Figure 1. Supply network.
Pins as bars on the die edge. Tap cells in gray.
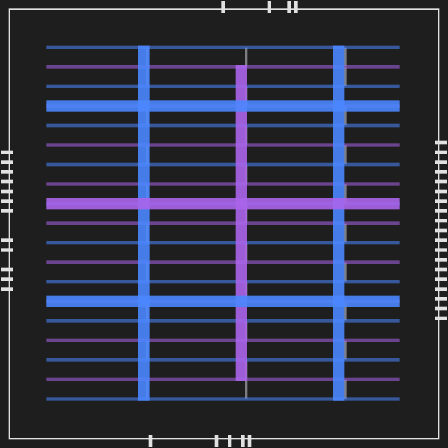
Figure 2. Clock wires, drivers and flops.
The bar under the picture is 20 µm long.
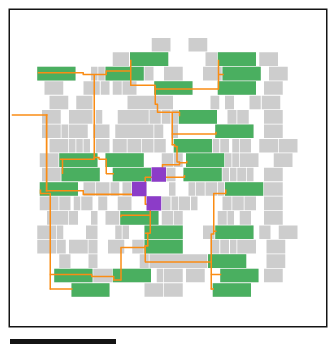
Figure 3. Selected gate families.
The bar under the picture is 20 µm long.
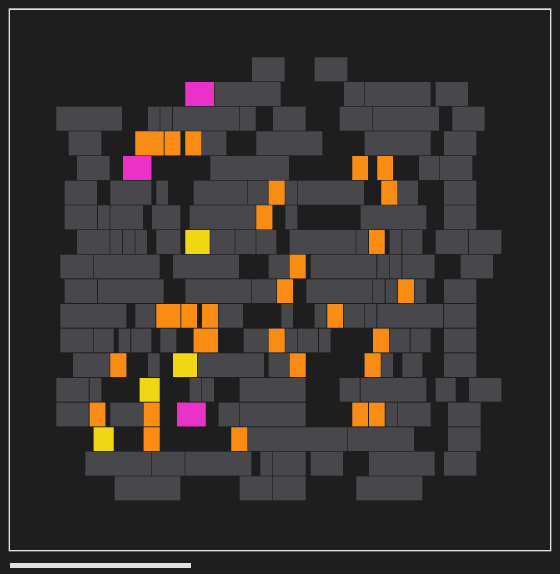
Figure 4. Clock wiring as the flow saved it.
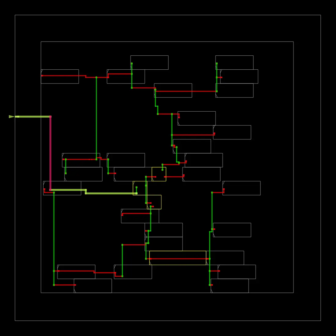
<file path="src/rtl/alu_operand_loader_pkg.sv">
// Shared definitions for the alu_operand_loader stage: FSM state encoding
// and default widths, common to the other projectALU stages.
package alu_operand_loader_pkg;

    localparam int WIDTH_DEF = 8;
    localparam int CNT_W_DEF = 8;

    // 2'b11 is unused; the loader steers it back to LOAD_A.
    typedef enum logic [1:0] {
        LOAD_A  = 2'b00,
        LOAD_B  = 2'b01,
        PRESENT = 2'b10
    } state_e;

endpackage

</file>
<file path="src/rtl/alu_operand_loader_par_chk.sv">
// Odd-parity checker for one 8-bit beat: ok is high when {par, data}
// contains an odd number of ones.
module par_chk8 (
    input  logic [7:0] data,
    input  logic       par,
    output logic       ok
);

    // Reduction XOR over the whole beat; odd population yields 1.
    assign ok = ^{par, data};

endmodule

</file>
<file path="src/rtl/alu_operand_loader.sv">
// Operand loader in front of the ALU 2:1 operand mux.
// Collects A then B from a shared bus, samples the select with B, and holds
// the set stable until the downstream handshake retires it. Counts retired
// sets in a wrapping counter.
// Optional feature: define ALU_OPLOAD_PARITY_EN to add odd-parity checking
// of input beats (in_par input, sticky par_err output).
module alu_operand_loader
    import alu_operand_loader_pkg::*;
#(
    parameter int WIDTH = WIDTH_DEF,
    parameter int CNT_W = CNT_W_DEF
) (
    input  logic             clk,
    input  logic             rst,
    input  logic [WIDTH-1:0] in_data,
    input  logic             in_valid,
    input  logic             in_sel,
    output logic             in_ready,
    output logic [WIDTH-1:0] op_a,
    output logic [WIDTH-1:0] op_b,
    output logic             op_s,
    output logic             op_valid,
    input  logic             op_ready,
`ifdef ALU_OPLOAD_PARITY_EN
    input  logic             in_par,
    output logic             par_err,
`endif
    output logic [CNT_W-1:0] xfer_cnt
);

    state_e             state_q,    state_d;
    logic [WIDTH-1:0]   op_a_q,     op_a_d;
    logic [WIDTH-1:0]   op_b_q,     op_b_d;
    logic               op_s_q,     op_s_d;
    logic               op_valid_q, op_valid_d;
    logic [CNT_W-1:0]   xfer_cnt_q, xfer_cnt_d;
    logic               par_ok;
    logic               beat_accept;

`ifdef ALU_OPLOAD_PARITY_EN
    logic               par_err_q,  par_err_d;

    // Parity of the beat currently on the bus (checker is 8 bits wide).
    par_chk8 u_par_chk (
        .data (in_data),
        .par  (in_par),
        .ok   (par_ok)
    );
`else
    assign par_ok = 1'b1;
`endif

    // Ready depends only on the loading phase; a bad-parity beat keeps it high.
    assign in_ready    = ~rst & ((state_q == LOAD_A) | (state_q == LOAD_B));
    assign beat_accept = in_valid & in_ready & par_ok;

    // Next-state and datapath update for the load/present sequence.
    always_comb begin
        // NOTE: every variable gets a hold value first so no path leaves it
        // unassigned, which would otherwise infer a latch.
        state_d    = state_q;
        op_a_d     = op_a_q;
        op_b_d     = op_b_q;
        op_s_d     = op_s_q;
        op_valid_d = op_valid_q;
        xfer_cnt_d = xfer_cnt_q;

        case (state_q)
            LOAD_A: begin
                if (beat_accept) begin
                    op_a_d  = in_data;
                    state_d = LOAD_B;
                end
            end
            LOAD_B: begin
                if (beat_accept) begin
                    op_b_d     = in_data;
                    op_s_d     = in_sel;
                    op_valid_d = 1'b1;
                    state_d    = PRESENT;
                end
            end
            PRESENT: begin
                if (op_ready) begin
                    op_valid_d = 1'b0;
                    xfer_cnt_d = xfer_cnt_q + 1'b1;
                    state_d    = LOAD_A;
                end
            end
            default: begin
                // Unused encoding: restart collection, never present a set.
                op_valid_d = 1'b0;
                state_d    = LOAD_A;
            end
        endcase
    end

`ifdef ALU_OPLOAD_PARITY_EN
    // Sticky parity error: set by any offered beat that fails the check.
    always_comb begin
        par_err_d = par_err_q | (in_valid & in_ready & ~par_ok);
    end
`endif

    // State and operand registers with synchronous reset taking priority.
    always_ff @(posedge clk) begin
        // NOTE: non-blocking assignments so every flop samples the values
        // computed before this edge, independent of statement order.
        if (rst) begin
            state_q    <= LOAD_A;
            op_a_q     <= '0;
            op_b_q     <= '0;
            op_s_q     <= 1'b0;
            op_valid_q <= 1'b0;
            xfer_cnt_q <= '0;
        end else begin
            state_q    <= state_d;
            op_a_q     <= op_a_d;
            op_b_q     <= op_b_d;
            op_s_q     <= op_s_d;
            op_valid_q <= op_valid_d;
            xfer_cnt_q <= xfer_cnt_d;
        end
    end

`ifdef ALU_OPLOAD_PARITY_EN
    // Parity error flag register, cleared only by reset.
    always_ff @(posedge clk) begin
        if (rst) begin
            par_err_q <= 1'b0;
        end else begin
            par_err_q <= par_err_d;
        end
    end

    assign par_err = par_err_q;
`endif

    assign op_a     = op_a_q;
    assign op_b     = op_b_q;
    assign op_s     = op_s_q;
    assign op_valid = op_valid_q;
    assign xfer_cnt = xfer_cnt_q;

endmodule
</file>
<file path="config.mk">
export PLATFORM = sky130hd
export DESIGN_NAME = alu_operand_loader
export DESIGN_NICKNAME = d
export VERILOG_FILES = /design/src/rtl/alu_operand_loader_pkg.sv /design/src/rtl/alu_operand_loader_par_chk.sv /design/src/rtl/alu_operand_loader.sv
export SDC_FILE = /design/constraint.sdc
export NUM_CORES = 1
export LEC_CHECK = 0
export CAP_MARGIN = 20
export CORE_MARGIN = 5
export CORE_UTILIZATION = 47
export DETAILED_ROUTE_END_ITERATION = 6
export PLACE_DENSITY = 0.93
export SYNTH_ARGS = -nofsm -noshare
export SYNTH_HDL_FRONTEND = slang
export SYNTH_SLANG_ARGS = --single-unit
</file>
<file path="constraint.sdc">
create_clock -name clk -period 2.5 [get_ports clk]
set_input_delay 0.375 -clock clk [delete_from_list [all_inputs] [get_ports clk]]
set_output_delay 0.375 -clock clk [all_outputs]
set_load 0.01 [all_outputs]
</file>
==> reports/results.ini <==
[worst_hold_path]
min_path_cells=2
hp-class=flip-flop to flip-flop
hold_path_end=op_b[4]$_SDFFE_PP0P_

[logic_synthesis]
avgSynthCellArea_um2=8.89
ys_ff=28
syn-instance-count=130
yosysCellCount=130
synth-seq-area-share=0.485
yosys_area_um2=1160
ys_types=32
flop_cell=dfxtp_1

[die]
num_rows=18
chipArea_um2=3550
io_pins=40

[route]
ant_nets=0
wl_per_cell_um=13.1
finalWirelength_um=2580
detail_route.iter0.violations=4

[clock_network]
htree_levels=1
ctsHoldBuffers=0
clock_tree.buffer_depth=2
numClockSinks=28
clockRootBuffer=clkbuf_4
cts_tree=built
post_cts_resized=0

[power_and_ir_drop]
switching_share=0.218
p_leak_nw=0.574
p_sw_mw=0.198
powerSeq_mw=0.490
power.internal_mw=0.710
pg_comb_mw=0.131
seqPwrFrac=0.539
maxPowerGroup=sequential cells
powerDensity_nw_per_um2=563

[setup_path]
r2r_end=xfer_cnt[7]$_SDFFE_PP0P_
ff2ff_path_depth=3
cp-end-kind=primary output
crit_fanout=6
rrSetupSlack_ns=0.92
cpPeakStageDelay_ns=0.54
crit_path_top_delay_cell=clkdlybuf4s50_1
required_ns=2.12
crit_family=buffers and inverters
critical_path.endpoint=in_ready
cp_cell_sequence=clkdlybuf4s50_1, nor2_1, clkdlybuf4s50_1
setup.worst_path.start_class=input pin
crit_cells=3
crit_path_frequent_cell=clkdlybuf4s50_1
worstSetupStartpoint=rst

[job]
log.warning_count=26
cap_viol_max_count=0

[finish]
layout.cells.most_common=clkdlybuf4s50_1
layout.nets=182
drive_above_1_share=0.0599
antenna_cells=0
final_cell_mix=clkdlybuf4s50_1, dfxtp_1, nand2_1
stdcell_area_um2=1610

[global_routing]
grt_pass1_vias=974
antenna_found_initial=0
grt_pass1_wl_um=4240
track_usage=0.152

[placed_design]
port-buffer-count=39
dp.cells=193
place.gp.congestion=0.846
place_hpwl_um=1970

[final_timing]
finalMaxSlewViolations=0
hold_ws_ns=0.489
rsz0062_at_grt=no
tns_ns=0
setup_viol=0
slew_headroom=0.579

[run_status]
status=finished, final reports clean

About Figure 1:
- VDD: purple
- VSS: blue
- met5 straps: 3
- signal pins: 40
Core Region: 2410 µm²
peak supply drop: 0.397 mV
chip width: 59.6 µm
Die Y: 59.6 µm

About Figure 2:
- clock wires: orange (length 271 µm)
- clock drivers: purple (count 3)
- flip-flops: green (count 28)
- routed clock nets: 4
clk pwr: 0.287 mW
clk_skew: 0.0118 ns
Clock power frac: 0.316

About Figure 3:
- xor and xnor cells: magenta (cells 3; most used xnor2_1)
- and/or cells: yellow (cells 4)
- aoi and oai cells: orange (cells 28; most used o21ai_0)

About Figure 4:
clk_lat worst skew: 0.32 ns
clk_buf instances: 3
Inserted Clock Buffers: 3

-- layout make-up --
type / instances / area [µm²]
clock inverters: 1 / 30.0
multi-input cells: 92 / 549
repair buffers: 41 / 405
clock buffers: 3 / 22.5
inverters: 2 / 7.51
well taps: 30 / 37.5
flip-flops and latches: 28 / 561
fillers: 201 / 797
-- tightest hold or removal path: stages (launching register included) --
cell	delay, ns
dfxtp_1	0.34
nand2b_1	0.06
o21ai_0	0.06
-- through the flow --
stage | util | total power, mW | worst slack, ns
finish | 0.669 | 0.908 | 0.539
global route | 0.669 | 0.944 | 0.462
CTS | 0.669 | 0.916 | 0.522
detailed placement | 0.647 | 0.632 | 0.536
global placement | 0.647 | 0.627 | 0.539
floorplan | - | 0.559 | 1.16
-- Yosys cell counts, drive strengths merged (2+ instances only) --
library cell | instances | area, µm²
nor2 | 7 | 26.3
buf | 4 | 28.8
clkbuf | 4 | 16.3
a21oi | 6 | 30.0
or4 | 2 | 15.0
nand2b | 17 | 106
dfxtp | 28 | 561
or3 | 2 | 12.5
nand3b | 2 | 27.5
o21ai | 19 | 95.1
nand2 | 20 | 75.1
inv | 2 | 7.51
xnor2 | 2 | 17.5
o31ai | 2 | 15.0
-- cell families (layout without fill, tap and decap cells) --
family / Yosys count / count (layout) / share of synthesized area
and+or+nand+nor: 58 / 58 / 0.289
AOI/OAI and AO/OA: 28 / 28 / 0.129
DFF: 28 / 28 / 0.485
buffers and inverters: 10 / 47 / 0.0455
xor gates and xnor gates: 3 / 3 / 0.0227
muxes: 2 / 2 / 0.0184
adders and majority gates: 1 / 1 / 0.0108
-- layer usage --
metal  track usage  up-vias  share of wire
met1         0.197      475           0.44
met5             0        -              0
li1              -      511              -
met4        0.0411        0          0.010
met2         0.259       33           0.46
met3        0.0283        4          0.089
No activity file was given, so power comes from the tool's default toggle rates.
